--- src/rtl/exec_sequencer_pkg.sv ---
// rtl/exec_sequencer_pkg.sv - shared widths, class codes and state encodings for exec_sequencer
package exec_sequencer_pkg;

  localparam int REG_WIDTH  = 8;
  localparam int ADDR_WIDTH = 16;

  typedef enum logic [2:0] {
    CLASS_IMPLIED = 3'd0,
    CLASS_IMM     = 3'd1,
    CLASS_READ    = 3'd2,
    CLASS_STORE   = 3'd3,
    CLASS_RMW     = 3'd4
  } class_e;

  typedef enum logic [1:0] {
    SRC_A = 2'd0,
    SRC_X = 2'd1,
    SRC_Y = 2'd2
  } src_e;

  typedef enum logic [2:0] {
    EXS_IDLE        = 3'd0,
    EXS_OPERAND     = 3'd1,
    EXS_READ        = 3'd2,
    EXS_CAPTURE     = 3'd3,
    EXS_MODIFY      = 3'd4,
    EXS_WRITE       = 3'd5,
    EXS_WRITE_DUMMY = 3'd6,
    EXS_DONE        = 3'd7
  } state_e;

  // States whose registered outputs put the latched address on the bus.
  function automatic logic drives_bus(input state_e s);
    return (s == EXS_READ) || (s == EXS_WRITE) || (s == EXS_WRITE_DUMMY);
  endfunction

endpackage

--- src/rtl/exec_sequencer_if.sv ---
// rtl/exec_sequencer_if.sv - data-bus interface between exec_sequencer (master) and memory (slave)
interface exec_sequencer_if #(
  parameter int REG_WIDTH  = exec_sequencer_pkg::REG_WIDTH,
  parameter int ADDR_WIDTH = exec_sequencer_pkg::ADDR_WIDTH
);

  logic [ADDR_WIDTH-1:0] mem_addr;
  logic                  mem_rd;
  logic                  mem_wr;
  logic [REG_WIDTH-1:0]  mem_wdata;
  logic [REG_WIDTH-1:0]  mem_rdata;

  modport master (
    output mem_addr,
    output mem_rd,
    output mem_wr,
    output mem_wdata,
    input  mem_rdata
  );

  modport slave (
    input  mem_addr,
    input  mem_rd,
    input  mem_wr,
    input  mem_wdata,
    output mem_rdata
  );

endinterface

--- src/rtl/exec_sequencer_opcode_classifier.sv ---
// rtl/exec_sequencer_opcode_classifier.sv - combinational opcode to execution class and store source
module opcode_classifier
  import exec_sequencer_pkg::*;
(
  input  logic [7:0] opcode,
  output class_e     op_class,
  output src_e       store_src
);

  logic [1:0] cc;
  logic [2:0] bbb;
  logic [2:0] aaa;
  logic       indexed_mode;
  logic       is_store;
  logic       is_rmw;
  logic       is_imm;
  logic       is_read;

  assign cc  = opcode[1:0];
  assign bbb = opcode[4:2];
  assign aaa = opcode[7:5];

  // bbb in {001,011,101,111}: the memory addressing modes of the cc=00/10 groups
  assign indexed_mode = bbb[0];

  always_comb begin
    is_store = (aaa == 3'b100) && (bbb != 3'b010) &&
               !((cc != 2'b01) && (bbb == 3'b110));
    is_rmw   = (cc == 2'b10) && (aaa != 3'b100) && (aaa != 3'b101) && indexed_mode;
    is_imm   = ((cc == 2'b01) && (bbb == 3'b010)) ||
               (((cc == 2'b00) || (cc == 2'b10)) && (bbb == 3'b000) && (aaa >= 3'b101));
    is_read  = (cc == 2'b01) ||
               ((cc == 2'b10) && (aaa == 3'b101) && indexed_mode) ||
               ((cc == 2'b00) && indexed_mode &&
                ((aaa == 3'b001) || (aaa >= 3'b101)));

    if (is_store)     op_class = CLASS_STORE;
    else if (is_rmw)  op_class = CLASS_RMW;
    else if (is_imm)  op_class = CLASS_IMM;
    else if (is_read) op_class = CLASS_READ;
    else              op_class = CLASS_IMPLIED;

    case (cc)
      2'b10:   store_src = SRC_X;
      2'b00:   store_src = SRC_Y;
      default: store_src = SRC_A;
    endcase
  end

endmodule

--- src/rtl/exec_sequencer.sv ---
// rtl/exec_sequencer.sv - instruction execution sequencer; NES_RMW_DUMMY_WRITE_EN adds the 6502 RMW dummy write
module exec_sequencer #(
  parameter int REG_WIDTH  = exec_sequencer_pkg::REG_WIDTH,
  parameter int ADDR_WIDTH = exec_sequencer_pkg::ADDR_WIDTH
) (
  input  logic                  phi1,
  input  logic                  reset_n,
  input  logic                  instruction_ready,
  input  logic [REG_WIDTH-1:0]  instruction_in,
  input  logic [ADDR_WIDTH-1:0] addr_in,
  input  logic [REG_WIDTH-1:0]  imm_in,
  input  logic [REG_WIDTH-1:0]  reg_a,
  input  logic [REG_WIDTH-1:0]  reg_x,
  input  logic [REG_WIDTH-1:0]  reg_y,
  input  logic [REG_WIDTH-1:0]  alu_result,
  exec_sequencer_if.master      mem,
  output logic [REG_WIDTH-1:0]  operand,
  output logic                  operand_valid,
  output logic                  busy,
  output logic                  instruction_done
);

  import exec_sequencer_pkg::*;

  state_e                state_q;
  state_e                state_d;
  logic                  ready_d;
  logic                  start;
  logic [REG_WIDTH-1:0]  opcode_q;
  logic [ADDR_WIDTH-1:0] addr_q;
  logic [REG_WIDTH-1:0]  imm_q;
  logic [REG_WIDTH-1:0]  op_sel;
  class_e                op_class;
  src_e                  store_src;
  logic                  rd_d;
  logic                  wr_d;
  logic                  ov_d;
  logic                  done_d;
  logic [REG_WIDTH-1:0]  src_val;

  assign start = (state_q == EXS_IDLE) && instruction_ready && !ready_d;

  // In IDLE the incoming opcode steers the first transition; afterwards the latched one.
  assign op_sel = (state_q == EXS_IDLE) ? instruction_in : opcode_q;

  opcode_classifier u_classifier (
    .opcode    (op_sel[7:0]),
    .op_class  (op_class),
    .store_src (store_src)
  );

  always_ff @(posedge phi1 or negedge reset_n) begin
    if (!reset_n) state_q <= EXS_IDLE;
    else          state_q <= state_d;
  end

  always_comb begin
    state_d = state_q;
    case (state_q)
      EXS_IDLE: begin
        if (start) begin
          case (op_class)
            CLASS_READ, CLASS_RMW: state_d = EXS_READ;
            CLASS_STORE:           state_d = EXS_WRITE;
            default:               state_d = EXS_OPERAND;
          endcase
        end
      end
      EXS_READ:    state_d = EXS_CAPTURE;
      EXS_CAPTURE: begin
        if (op_class == CLASS_RMW) begin
`ifdef NES_RMW_DUMMY_WRITE_EN
          state_d = EXS_WRITE_DUMMY;
`else
          state_d = EXS_MODIFY;
`endif
        end else begin
          state_d = EXS_DONE;
        end
      end
      EXS_WRITE_DUMMY: state_d = EXS_MODIFY;
      EXS_MODIFY:      state_d = EXS_WRITE;
      EXS_WRITE:       state_d = EXS_DONE;
      EXS_OPERAND:     state_d = EXS_DONE;
      EXS_DONE:        state_d = EXS_IDLE;
      default:         state_d = EXS_IDLE;
    endcase

    // Outputs are registered from the current state, so each appears one cycle after entry.
    rd_d   = (state_q == EXS_READ);
    wr_d   = (state_q == EXS_WRITE) || (state_q == EXS_WRITE_DUMMY);
    ov_d   = (state_q == EXS_CAPTURE) || (state_q == EXS_OPERAND);
    done_d = (state_q == EXS_DONE);

    case (store_src)
      SRC_X:   src_val = reg_x;
      SRC_Y:   src_val = reg_y;
      default: src_val = reg_a;
    endcase
  end

  always_ff @(posedge phi1 or negedge reset_n) begin
    if (!reset_n) begin
      ready_d          <= 1'b1;
      opcode_q         <= '0;
      addr_q           <= '0;
      imm_q            <= '0;
      mem.mem_addr     <= '0;
      mem.mem_rd       <= 1'b0;
      mem.mem_wr       <= 1'b0;
      mem.mem_wdata    <= '0;
      operand          <= '0;
      operand_valid    <= 1'b0;
      busy             <= 1'b0;
      instruction_done <= 1'b0;
    end else begin
      ready_d          <= instruction_ready;
      mem.mem_rd       <= rd_d;
      mem.mem_wr       <= wr_d;
      operand_valid    <= ov_d;
      instruction_done <= done_d;
      busy             <= (state_d != EXS_IDLE);

      if (start) begin
        opcode_q <= instruction_in;
        addr_q   <= addr_in;
        imm_q    <= imm_in;
      end

      if (drives_bus(state_q)) mem.mem_addr <= addr_q;

      // Read data is taken at the end of the cycle in which mem_rd is presented.
      if (state_q == EXS_OPERAND)
        operand <= (op_class == CLASS_IMM) ? imm_q : '0;
      else if (mem.mem_rd)
        operand <= mem.mem_rdata;

      case (state_q)
        EXS_WRITE_DUMMY: mem.mem_wdata <= operand;
        EXS_MODIFY:      mem.mem_wdata <= alu_result;
        EXS_WRITE:       if (op_class == CLASS_STORE) mem.mem_wdata <= src_val;
        default:         ;
      endcase
    end
  end

endmodule

--- src/flat_wrapper.sv ---
// flat-port wrapper written by rule: the top's interface ports become plain ports
module exec_sequencer_flat import exec_sequencer_pkg::*;
#(
  parameter int REG_WIDTH  = exec_sequencer_pkg::REG_WIDTH,
  parameter int ADDR_WIDTH = exec_sequencer_pkg::ADDR_WIDTH
)
  (phi1, reset_n, instruction_ready, instruction_in, addr_in, imm_in, reg_a, reg_x, reg_y, alu_result, operand, operand_valid, busy, instruction_done, mem_mem_addr, mem_mem_rd, mem_mem_wr, mem_mem_wdata, mem_mem_rdata);
  exec_sequencer_if #(.REG_WIDTH(REG_WIDTH), .ADDR_WIDTH(ADDR_WIDTH)) mem_i ();
  input  logic phi1;
  input  logic reset_n;
  input  logic instruction_ready;
  input  logic [REG_WIDTH-1:0] instruction_in;
  input  logic [ADDR_WIDTH-1:0] addr_in;
  input  logic [REG_WIDTH-1:0] imm_in;
  input  logic [REG_WIDTH-1:0] reg_a;
  input  logic [REG_WIDTH-1:0] reg_x;
  input  logic [REG_WIDTH-1:0] reg_y;
  input  logic [REG_WIDTH-1:0] alu_result;
  output logic [REG_WIDTH-1:0] operand;
  output logic operand_valid;
  output logic busy;
  output logic instruction_done;
  output wire logic [$bits(mem_i.mem_addr)-1:0] mem_mem_addr;
  output wire logic [$bits(mem_i.mem_rd)-1:0] mem_mem_rd;
  output wire logic [$bits(mem_i.mem_wr)-1:0] mem_mem_wr;
  output wire logic [$bits(mem_i.mem_wdata)-1:0] mem_mem_wdata;
  input wire logic [$bits(mem_i.mem_rdata)-1:0] mem_mem_rdata;
  assign mem_mem_addr = mem_i.mem_addr;
  assign mem_mem_rd = mem_i.mem_rd;
  assign mem_mem_wr = mem_i.mem_wr;
  assign mem_mem_wdata = mem_i.mem_wdata;
  assign mem_i.mem_rdata = mem_mem_rdata;
  exec_sequencer #(.REG_WIDTH(REG_WIDTH), .ADDR_WIDTH(ADDR_WIDTH)) u_core (.phi1(phi1), .reset_n(reset_n), .instruction_ready(instruction_ready), .instruction_in(instruction_in), .addr_in(addr_in), .imm_in(imm_in), .reg_a(reg_a), .reg_x(reg_x), .reg_y(reg_y), .alu_result(alu_result), .mem(mem_i), .operand(operand), .operand_valid(operand_valid), .busy(busy), .instruction_done(instruction_done));
endmodule
--- config.mk ---
export PLATFORM = sky130hd
export DESIGN_NAME = exec_sequencer_flat
export DESIGN_NICKNAME = d
export VERILOG_FILES = /design/src/rtl/exec_sequencer_pkg.sv /design/src/rtl/exec_sequencer_if.sv /design/src/rtl/exec_sequencer_opcode_classifier.sv /design/src/rtl/exec_sequencer.sv /design/src/flat_wrapper.sv
export SDC_FILE = /design/constraint.sdc
export NUM_CORES = 1
export LEC_CHECK = 0
export ABC_AREA = 1
export CORE_MARGIN = 2
export CORE_UTILIZATION = 28
export CTS_CLUSTER_DIAMETER = 200
export DETAILED_ROUTE_END_ITERATION = 6
export MAX_ROUTING_LAYER = met4
export PLACE_DENSITY_LB_ADDON = 0.12
export SYNTH_ARGS = -nofsm -noshare
export SYNTH_HDL_FRONTEND = slang
export SYNTH_SLANG_ARGS = --single-unit
--- constraint.sdc ---
create_clock -name phi1 -period 1.8 [get_ports phi1]
set_clock_uncertainty 0.15 [all_clocks]
set_input_delay 0.27 -clock phi1 [delete_from_list [all_inputs] [get_ports phi1]]
set_output_delay 0.27 -clock phi1 [all_outputs]
set_load 0.05 [all_outputs]
Congestion heat map:
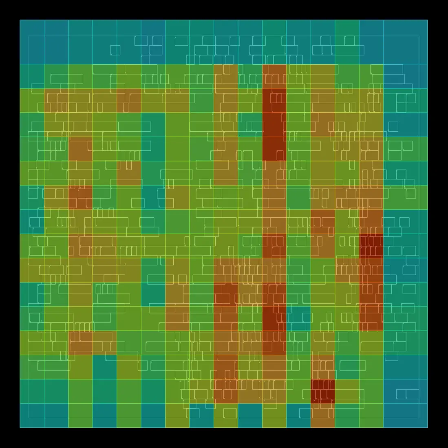
routing usage on met2: 0.248
WL/cell: 14.0 um
met1 Usage GRT: 0.197
met3 Usage GRT: 0.0465

Metal layers overlaid:
Scale: 3 px per um.
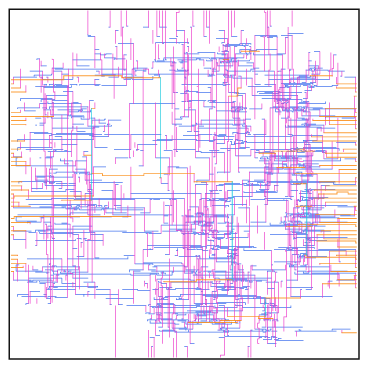
legend:
  magenta:
    layer: M2
    wire_length: 4,700 um
  blue:
    layer: M1
    wire_length: 4,770 um
  orange:
    layer: M3
    wire_length: 862 um
  cyan:
    layer: M4
    wire_length: 127 um

Wires at chosen ports, followed through buffers:
Scale: 3 px per um.
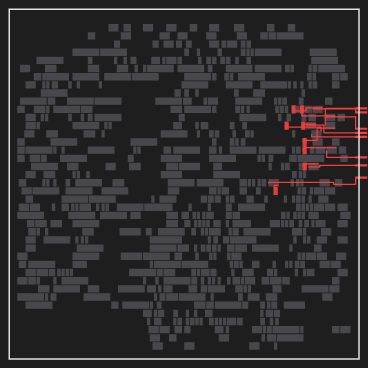
legend:
  red:
    port: alu_result
    direction: input
    edge: right
    end_cells: 8
    buffers: 8
    wire: 223 um

==> results.ini <==
[outcome]
outcome = finished with violations
violations = negative setup slack

[finish]
fin_cells = 748
diodes = 0
largest_class = flip-flops and latches
flop_area_sq_um = 1830
fin_area_sq_um = 5600
buffer_area_frac = 0.262
fin_nets = 650
logic_gates = 309
drive_above_1_share = 0.297

[power_and_ir_drop]
power_w = 0.0108
leakage_nw = 2.69
power_density_nw_per_um2 = 1920

[logic_synthesis]
top_cells_by_area = dfrtp_1 51%, nand2_1 18%, nand3_1 6.1%, mux2_2 5.1%, inv_1 3.2%
syn_avg_cell_area_sq_um = 8.26
synth_cell_types = 30
syn_inst = 426
synthAdderAreaFrac = 0
ff_type = dfrtp_1
synth_nets = 501
yosys_area_sq_um = 3520
synthTopLogicFamily = simple AND/OR/NAND/NOR gates
synthAoiAreaFrac = 0.0637
edf_count = 0
netlist_top_cells_count = 170 x nand2_1, 72 x dfrtp_1, 43 x nand3_1
ys_sh_simple = 0.309

[place]
placed_cell_area_sq_um = 4910
dp_cells = 719
gp_congestion = 0.844
dp_hpwl_um = 7530
dp_slack_ns = -0.230

[floorplan]
die_width_um = 116
num_io_pins = 112
die_h_um = 116
nWellTaps = 168
chipArea_sq_um = 13500

[timing]
rsz0062_at_grt = true
slew_headroom = 0.749
fin_hold_ws_ns = 0.225
slew_violations = 0
finalSetupViolCount = 59
layout_setup_ws_ns = -0.124
fmax_ghz = 0.520

[clocking]
root_buffer = clkbuf_16
cts_sinks = 73
cts_tree = built
path_clk_slew_ns = 0.06
clk_latency_ns = 0.33
cts_made_buffers = 9
clk_path_buf_depth = 2

[setup_path]
path_depth = 10
critical_path.startpoint_type = flop
ff2ff_setup_slack_ns = -0.12
critPathKind = flop to flop
worstSetupEndpoint = u_core.mem.mem_wdata[3]
r2r_end = u_core.mem.mem_wdata[3]
crit_start = u_core.state_q[0]
r2r_cells = 10

[route]
drt_first_pass_iters = 5
dr_total_vias = 3348
wl_um = 10500
ant_nets = 0

[hold_path]
hold_path_startpoint = instruction_ready
whs_path_depth = 1
hold_end = u_core.ready_d

[flow_run]
warning_count = 28

[global_route]
grt_pass1_wl_um = 16000
grt_pass1_vias = 3292
track_usage = 0.158

Where the registers sit:
Scale: 2 px per um. Other sequential cells in the stronger gray, the rest of the logic in the fainter gray.
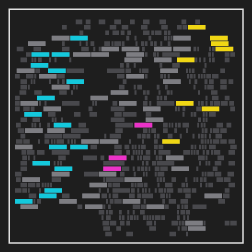
legend:
  cyan:
    signal: u_core.addr_q
    sequential_cells: 16
  magenta:
    signal: u_core.state_q
    sequential_cells: 3
  yellow:
    signal: u_core.mem.mem_wdata
    sequential_cells: 8
    where: top right
not colored: 46

I/O pins on the die edge:
Scale: 2 px per um. Pins as bars across the die edge, other pins in gray.
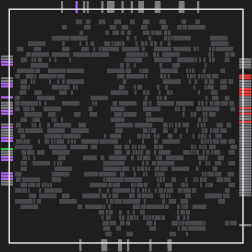
legend:
  green:
    port: instruction_ready
    pins: 1
    direction: input
    edge: left
  red:
    port: alu_result
    pins: 8
    direction: input
    edge: right
  purple:
    port: addr_in
    pins: 16
    direction: input
    edge: 15 left, 1 top
all pins by edge: 50 right, 31 left, 21 top, 10 bottom

power by group:
group | internal (W) | switching, W | total [W] | leakage [nW]
sequential | 0.00243 | 0.000468 | 0.00290 | 0.896
clock | 0.00110 | 0.000676 | 0.00178 | 0.148
combinational | 0.00232 | 0.00377 | 0.00609 | 1.65
what timing repair did:
action	CTS	global route
buffers inserted	2	6
resized	15	60
pin swaps	3	8
setup endpoints to repair	62	68
gates cloned	1	4
hold buffers	1	0
hold endpoints to repair	23	0
registers in the layout, summed over array words and instances, names as in the netlist:
name                     count
u_core.addr_q               16
u_core.state_q               3
u_core.imm_q                 8
u_core.mem.mem_addr         16
u_core.opcode_q              8
u_core.mem.mem_wr            1
u_core.mem.mem_wdata         8
u_core.instruction_done      1
u_core.mem.mem_rd            1
u_core.operand               8
u_core.busy                  1
u_core.operand_valid         1
u_core.ready_d               1
layout by cell type, fill, tap and decap left out, types with 4 or more instances in the layout:
cell | Yosys | final
nand2_2 | 4 | 26
a21oi_1 | 10 | 10
nor2_1 | 19 | 17
buf_12 | 0 | 6
mux2_2 | 16 | 16
nand2_4 | 3 | 7
nand3_1 | 43 | 40
nor2_2 | 4 | 4
clkinv_2 | 1 | 4
buf_4 | 0 | 58
o21ai_0 | 22 | 10
nand2_1 | 170 | 145
inv_2 | 2 | 4
clkdlybuf4s50_1 | 0 | 73
inv_1 | 30 | 27
buf_6 | 2 | 6
o21ai_1 | 2 | 6
clkbuf_16 | 0 | 13
o21ai_2 | 3 | 10
dfrtp_1 | 72 | 72
per-layer routing:
metal | track usage | vias to the layer above | wire length, um
li1 | - | 1661 | -
met1 | 0.197 | 1553 | 4770
met4 | 0.0540 | 0 | 126
met2 | 0.248 | 121 | 4700
met3 | 0.0465 | 13 | 862
met5 | - | - | 0
Power and IR drop assume default switching activity.
